$ cat src/rtl/div_pkg.sv
// Shared definitions for the sequential restoring divider.
// Optional build macro: DIV_FLUSH_EN (adds a pipeline flush input to div_unit_seq).
package div_pkg;

  // Default operand/result width; the iteration count equals the width.
  localparam int DIV_WIDTH = 32;

  // Iteration counter width for the default operand width.
  localparam int DIV_CNT_W = $clog2(DIV_WIDTH);

  // Quotient reported when dividing by zero (all ones).
  localparam logic [DIV_WIDTH-1:0] DIV_DBZ_QUOT = '1;

  // Divider sequencing states.
  typedef enum logic [2:0] {
    IDLE = 3'd0,
    PREP = 3'd1,
    RUN  = 3'd2,
    FIX  = 3'd3,
    DONE = 3'd4
  } div_state_e;

endpackage

$ cat src/rtl/div_sub_step.sv
// One restoring-division iteration: shift the next dividend bit into the
// partial remainder, trial-subtract the divisor magnitude, keep or restore.
module div_sub_step
  import div_pkg::*;
#(
  parameter int WIDTH = DIV_WIDTH
) (
  input  logic [WIDTH-1:0] rem,
  input  logic             dvd_bit,
  input  logic [WIDTH-1:0] dvs,
  output logic [WIDTH-1:0] rem_next,
  output logic             q_bit
);

  // The shifted partial remainder keeps the old remainder MSB so that divisor
  // magnitudes at or above 2^(WIDTH-1) still divide correctly; because the
  // remainder is always below the divisor, the WIDTH+1-bit difference cannot
  // wrap and its top bit is a reliable borrow.
  logic [WIDTH:0] partial;
  logic [WIDTH:0] diff;

  assign partial  = {rem, dvd_bit};
  assign diff     = partial - {1'b0, dvs};
  assign q_bit    = ~diff[WIDTH];
  assign rem_next = q_bit ? diff[WIDTH-1:0] : partial[WIDTH-1:0];

endmodule

$ cat src/rtl/div_unit_seq.sv
// Iterative restoring integer divider (DIV/DIVU) for the execute stage.
// One quotient bit per cycle; start -> done latency is WIDTH+3 cycles
// (3 cycles when the divisor is zero). busy stalls the pipeline.
// Optional build macro: DIV_FLUSH_EN adds a 'flush' input that abandons an
// operation in flight without touching the result registers.
module div_unit_seq
  import div_pkg::*;
#(
  parameter int WIDTH = DIV_WIDTH
) (
  input  logic             clk_i,
  input  logic             rst_i,
`ifdef DIV_FLUSH_EN
  input  logic             flush,
`endif
  input  logic             start,
  input  logic             isSigned,
  input  logic [WIDTH-1:0] dividend,
  input  logic [WIDTH-1:0] divisor,
  output logic             busy,
  output logic             done,
  output logic [WIDTH-1:0] quotient,
  output logic [WIDTH-1:0] remainder,
  output logic             divByZero
);

  localparam int CW = (WIDTH == DIV_WIDTH) ? DIV_CNT_W : ((WIDTH > 2) ? $clog2(WIDTH) : 1);
  localparam logic [WIDTH-1:0] DBZ_QUOT = {WIDTH{DIV_DBZ_QUOT[0]}};

  // Sequencer and captured request
  div_state_e       state_reg;
  logic [CW-1:0]    cnt_reg;
  logic             signed_reg;
  logic [WIDTH-1:0] a_reg;        // raw dividend, kept for the divide-by-zero remainder
  logic [WIDTH-1:0] dvs_reg;      // raw divisor until PREP, then its magnitude

  // Iteration datapath: dvd_reg shifts dividend bits out of the top while
  // quotient bits shift in at the bottom, so it ends holding the quotient.
  logic [WIDTH-1:0] dvd_reg;
  logic [WIDTH-1:0] rem_reg;
  logic             qneg_reg;
  logic             rneg_reg;
  logic             zero_reg;

  // Registered outputs
  logic             busy_reg;
  logic             done_reg;
  logic [WIDTH-1:0] quot_reg;
  logic [WIDTH-1:0] rem_out_reg;
  logic             dbz_reg;

  logic             flush_w;
  logic [WIDTH-1:0] rem_step;
  logic             qbit_step;
  logic [WIDTH-1:0] mag_a;
  logic [WIDTH-1:0] mag_b;
  logic [WIDTH-1:0] q_fix;
  logic [WIDTH-1:0] r_fix;

`ifdef DIV_FLUSH_EN
  assign flush_w = flush;
`else
  assign flush_w = 1'b0;
`endif

  // Two's complement negation, modulo 2^WIDTH (most-negative maps to itself).
  function automatic logic [WIDTH-1:0] neg(input logic [WIDTH-1:0] v);
    return ~v + WIDTH'(1);
  endfunction

  assign mag_a = (signed_reg && a_reg[WIDTH-1])   ? neg(a_reg)   : a_reg;
  assign mag_b = (signed_reg && dvs_reg[WIDTH-1]) ? neg(dvs_reg) : dvs_reg;
  assign q_fix = qneg_reg ? neg(dvd_reg) : dvd_reg;
  assign r_fix = rneg_reg ? neg(rem_reg) : rem_reg;

  div_sub_step #(
    .WIDTH (WIDTH)
  ) u_step (
    .rem      (rem_reg),
    .dvd_bit  (dvd_reg[WIDTH-1]),
    .dvs      (dvs_reg),
    .rem_next (rem_step),
    .q_bit    (qbit_step)
  );

  // Divider FSM: sequencing, datapath registers and registered outputs.
  always_ff @(posedge clk_i) begin
    if (rst_i) begin
      state_reg   <= IDLE;
      cnt_reg     <= '0;
      signed_reg  <= 1'b0;
      a_reg       <= '0;
      dvs_reg     <= '0;
      dvd_reg     <= '0;
      rem_reg     <= '0;
      qneg_reg    <= 1'b0;
      rneg_reg    <= 1'b0;
      zero_reg    <= 1'b0;
      busy_reg    <= 1'b0;
      done_reg    <= 1'b0;
      quot_reg    <= '0;
      rem_out_reg <= '0;
      dbz_reg     <= 1'b0;
    end else if (flush_w && (state_reg != IDLE)) begin
      // Abandon the operation; the last delivered result stays visible.
      state_reg <= IDLE;
      busy_reg  <= 1'b0;
      done_reg  <= 1'b0;
    end else begin
      case (state_reg)
        IDLE: begin
          if (start) begin
            a_reg      <= dividend;
            dvs_reg    <= divisor;
            signed_reg <= isSigned;
            dbz_reg    <= 1'b0;
            busy_reg   <= 1'b1;
            state_reg  <= PREP;
          end
        end

        PREP: begin
          dvd_reg  <= mag_a;
          dvs_reg  <= mag_b;
          rem_reg  <= '0;
          qneg_reg <= signed_reg & (a_reg[WIDTH-1] ^ dvs_reg[WIDTH-1]);
          rneg_reg <= signed_reg & a_reg[WIDTH-1];
          if (dvs_reg == '0) begin
            zero_reg  <= 1'b1;
            state_reg <= FIX;
          end else begin
            zero_reg  <= 1'b0;
            cnt_reg   <= CW'(WIDTH - 1);
            state_reg <= RUN;
          end
        end

        RUN: begin
          rem_reg <= rem_step;
          dvd_reg <= {dvd_reg[WIDTH-2:0], qbit_step};
          if (cnt_reg == '0) begin
            state_reg <= FIX;
          end else begin
            cnt_reg <= cnt_reg - CW'(1);
          end
        end

        FIX: begin
          if (zero_reg) begin
            quot_reg    <= DBZ_QUOT;
            rem_out_reg <= a_reg;
            dbz_reg     <= 1'b1;
          end else begin
            quot_reg    <= q_fix;
            rem_out_reg <= r_fix;
            dbz_reg     <= 1'b0;
          end
          done_reg  <= 1'b1;
          state_reg <= DONE;
        end

        DONE: begin
          done_reg  <= 1'b0;
          busy_reg  <= 1'b0;
          state_reg <= IDLE;
        end

        default: begin
          state_reg <= IDLE;
          busy_reg  <= 1'b0;
          done_reg  <= 1'b0;
        end
      endcase
    end
  end

  assign busy      = busy_reg;
  assign done      = done_reg;
  assign quotient  = quot_reg;
  assign remainder = rem_out_reg;
  assign divByZero = dbz_reg;

endmodule
$ cat config.mk
export PLATFORM = sky130hd
export DESIGN_NAME = div_unit_seq
export DESIGN_NICKNAME = d
export VERILOG_FILES = /design/src/rtl/div_pkg.sv /design/src/rtl/div_sub_step.sv /design/src/rtl/div_unit_seq.sv
export SDC_FILE = /design/constraint.sdc
export NUM_CORES = 1
export LEC_CHECK = 0
export CAP_MARGIN = 25
export CORE_MARGIN = 2
export CORE_UTILIZATION = 58
export CTS_CLUSTER_SIZE = 20
export DETAILED_ROUTE_END_ITERATION = 16
export PLACE_DENSITY = 0.8
export SYNTH_ARGS = -nofsm -noshare
export SYNTH_HDL_FRONTEND = slang
export SYNTH_SLANG_ARGS = --single-unit
$ cat constraint.sdc
create_clock -name clk_i -period 4.19 [get_ports clk_i]
set_clock_uncertainty 0.15 [all_clocks]
set_input_delay 0.419 -clock clk_i [delete_from_list [all_inputs] [get_ports clk_i]]
set_output_delay 0.419 -clock clk_i [all_outputs]
set_load 0.005 [all_outputs]
==> results.py <==
# Synthesis and PnR figures
metrics = {
    "timing": {
        "fin_crit_ns": 3.51,
        "setup_viol": 0,
        "fmax_mhz": 285,
    },
    "die": {
        "dieHeight_um": 150,
        "num_io_pins": 135,
        "die-area_sq_um": 22600,
        "initial_core_util_pct": 59.0,
    },
    "finish": {
        "inverters": 50,
        "synthToLayoutAreaGrowth_pct": 18.4,
        "final_cell_area_sq_um": 14700,
        "flop_area_sq_um": 4150,
        "comb_area_sq_um": 7710,
        "num_antenna_cells": 0,
    },
    "clock_tree": {
        "root_buffer": "clkbuf_16",
        "clk_path_buf_depth": 3,
    },
    "outcome": {
        "outcome": "finished clean",
    },
    "worst_setup_path": {
        "endpoint_kind": "register",
        "path_class": "reg -> reg",
        "path_depth": 11,
        "r2r_slack_ns": 0.68,
        "critical_path.cell_chain": "inv_1, ha_1, nand3_1, a2111oi_0, o21ai_0, nand3_1, nand4_1, a211oi_4, buf_4, mux2i_1, o21ai_0",
    },
    "logic_synthesis": {
        "syn_area_sq_um": 12400,
        "syn_area_per_cell_sq_um": 7.54,
        "synthArstFlopShare_pct": 0,
        "ys_sh_xor_pct": 7.83,
        "synthCells": 1646,
        "top_area_share_pct": 33.4,
    },
    "global_routing": {
        "grt.met3_usage_pct": 4.94,
        "antenna_found_initial": 0,
        "met1_usage_pct": 47.5,
        "grt_max_degree": 87,
    },
    "min_path": {
        "min_from": "rst_i",
        "hold_depth": 2,
    },
    "detailed_routing": {
        "drtPass1Iterations": 5,
        "drt_wl_total_um": 37500,
        "via_count": 12605,
    },
    "power_and_ir_drop": {
        "p_leak_nw": 5.42,
        "seqPwrFrac_pct": 39.1,
        "power_frac_comb_pct": 22.4,
    },
    "placement": {
        "dp.cells": 1965,
    },
}
-- Yosys cell counts, types with 5 or more instances --
cell type	instances
a221oi_1	12
clkbuf_1	93
and3_1	7
or3_1	20
a211oi_1	14
o211ai_1	17
o41ai_1	15
ha_1	38
a22oi_1	34
mux2i_1	26
or4_1	13
xor2_1	47
nand2_1	276
o21ai_0	123
nand4_1	7
or2_2	7
a32oi_1	7
nand3_1	24
and2_1	6
nor2_1	115
nand2b_1	17
buf_1	13
xnor2_1	64
inv_1	50
o31ai_1	32
dfxtp_1	207
nand4b_1	5
o22ai_1	33
nor4_1	11
a21oi_1	168
nand3b_1	5
a21o_1	17
nor3_1	40
nor2b_1	8
a31oi_1	14
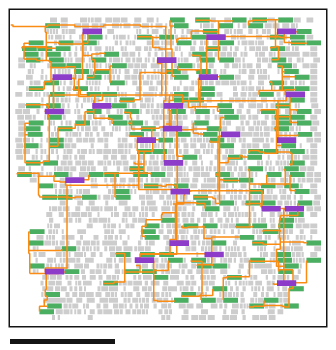
(clock wires, drivers and flops)
Bar = 50 um.
- clock wires: orange (length 2,720 um)
- clock-net drivers: purple (count 24)
- flip-flops: green (count 207)
- routed clock nets: 25
- flops lie: all over the die
Clk network pwr share: 38.6%
Insertion Delay late pin: 0.52 ns
Clk. pwr: 2.18 mW

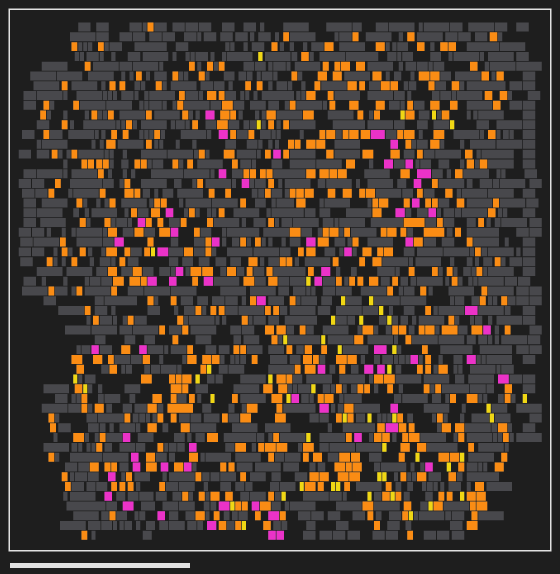
(gate-type map)
Bar = 50 um.
- and/or cells: magenta (cells 63)
- aoi and oai cells: orange (cells 490; where all over the die)
- inv cells: yellow (cells 50)

No activity file was given, so power comes from the tool's default toggle rates.
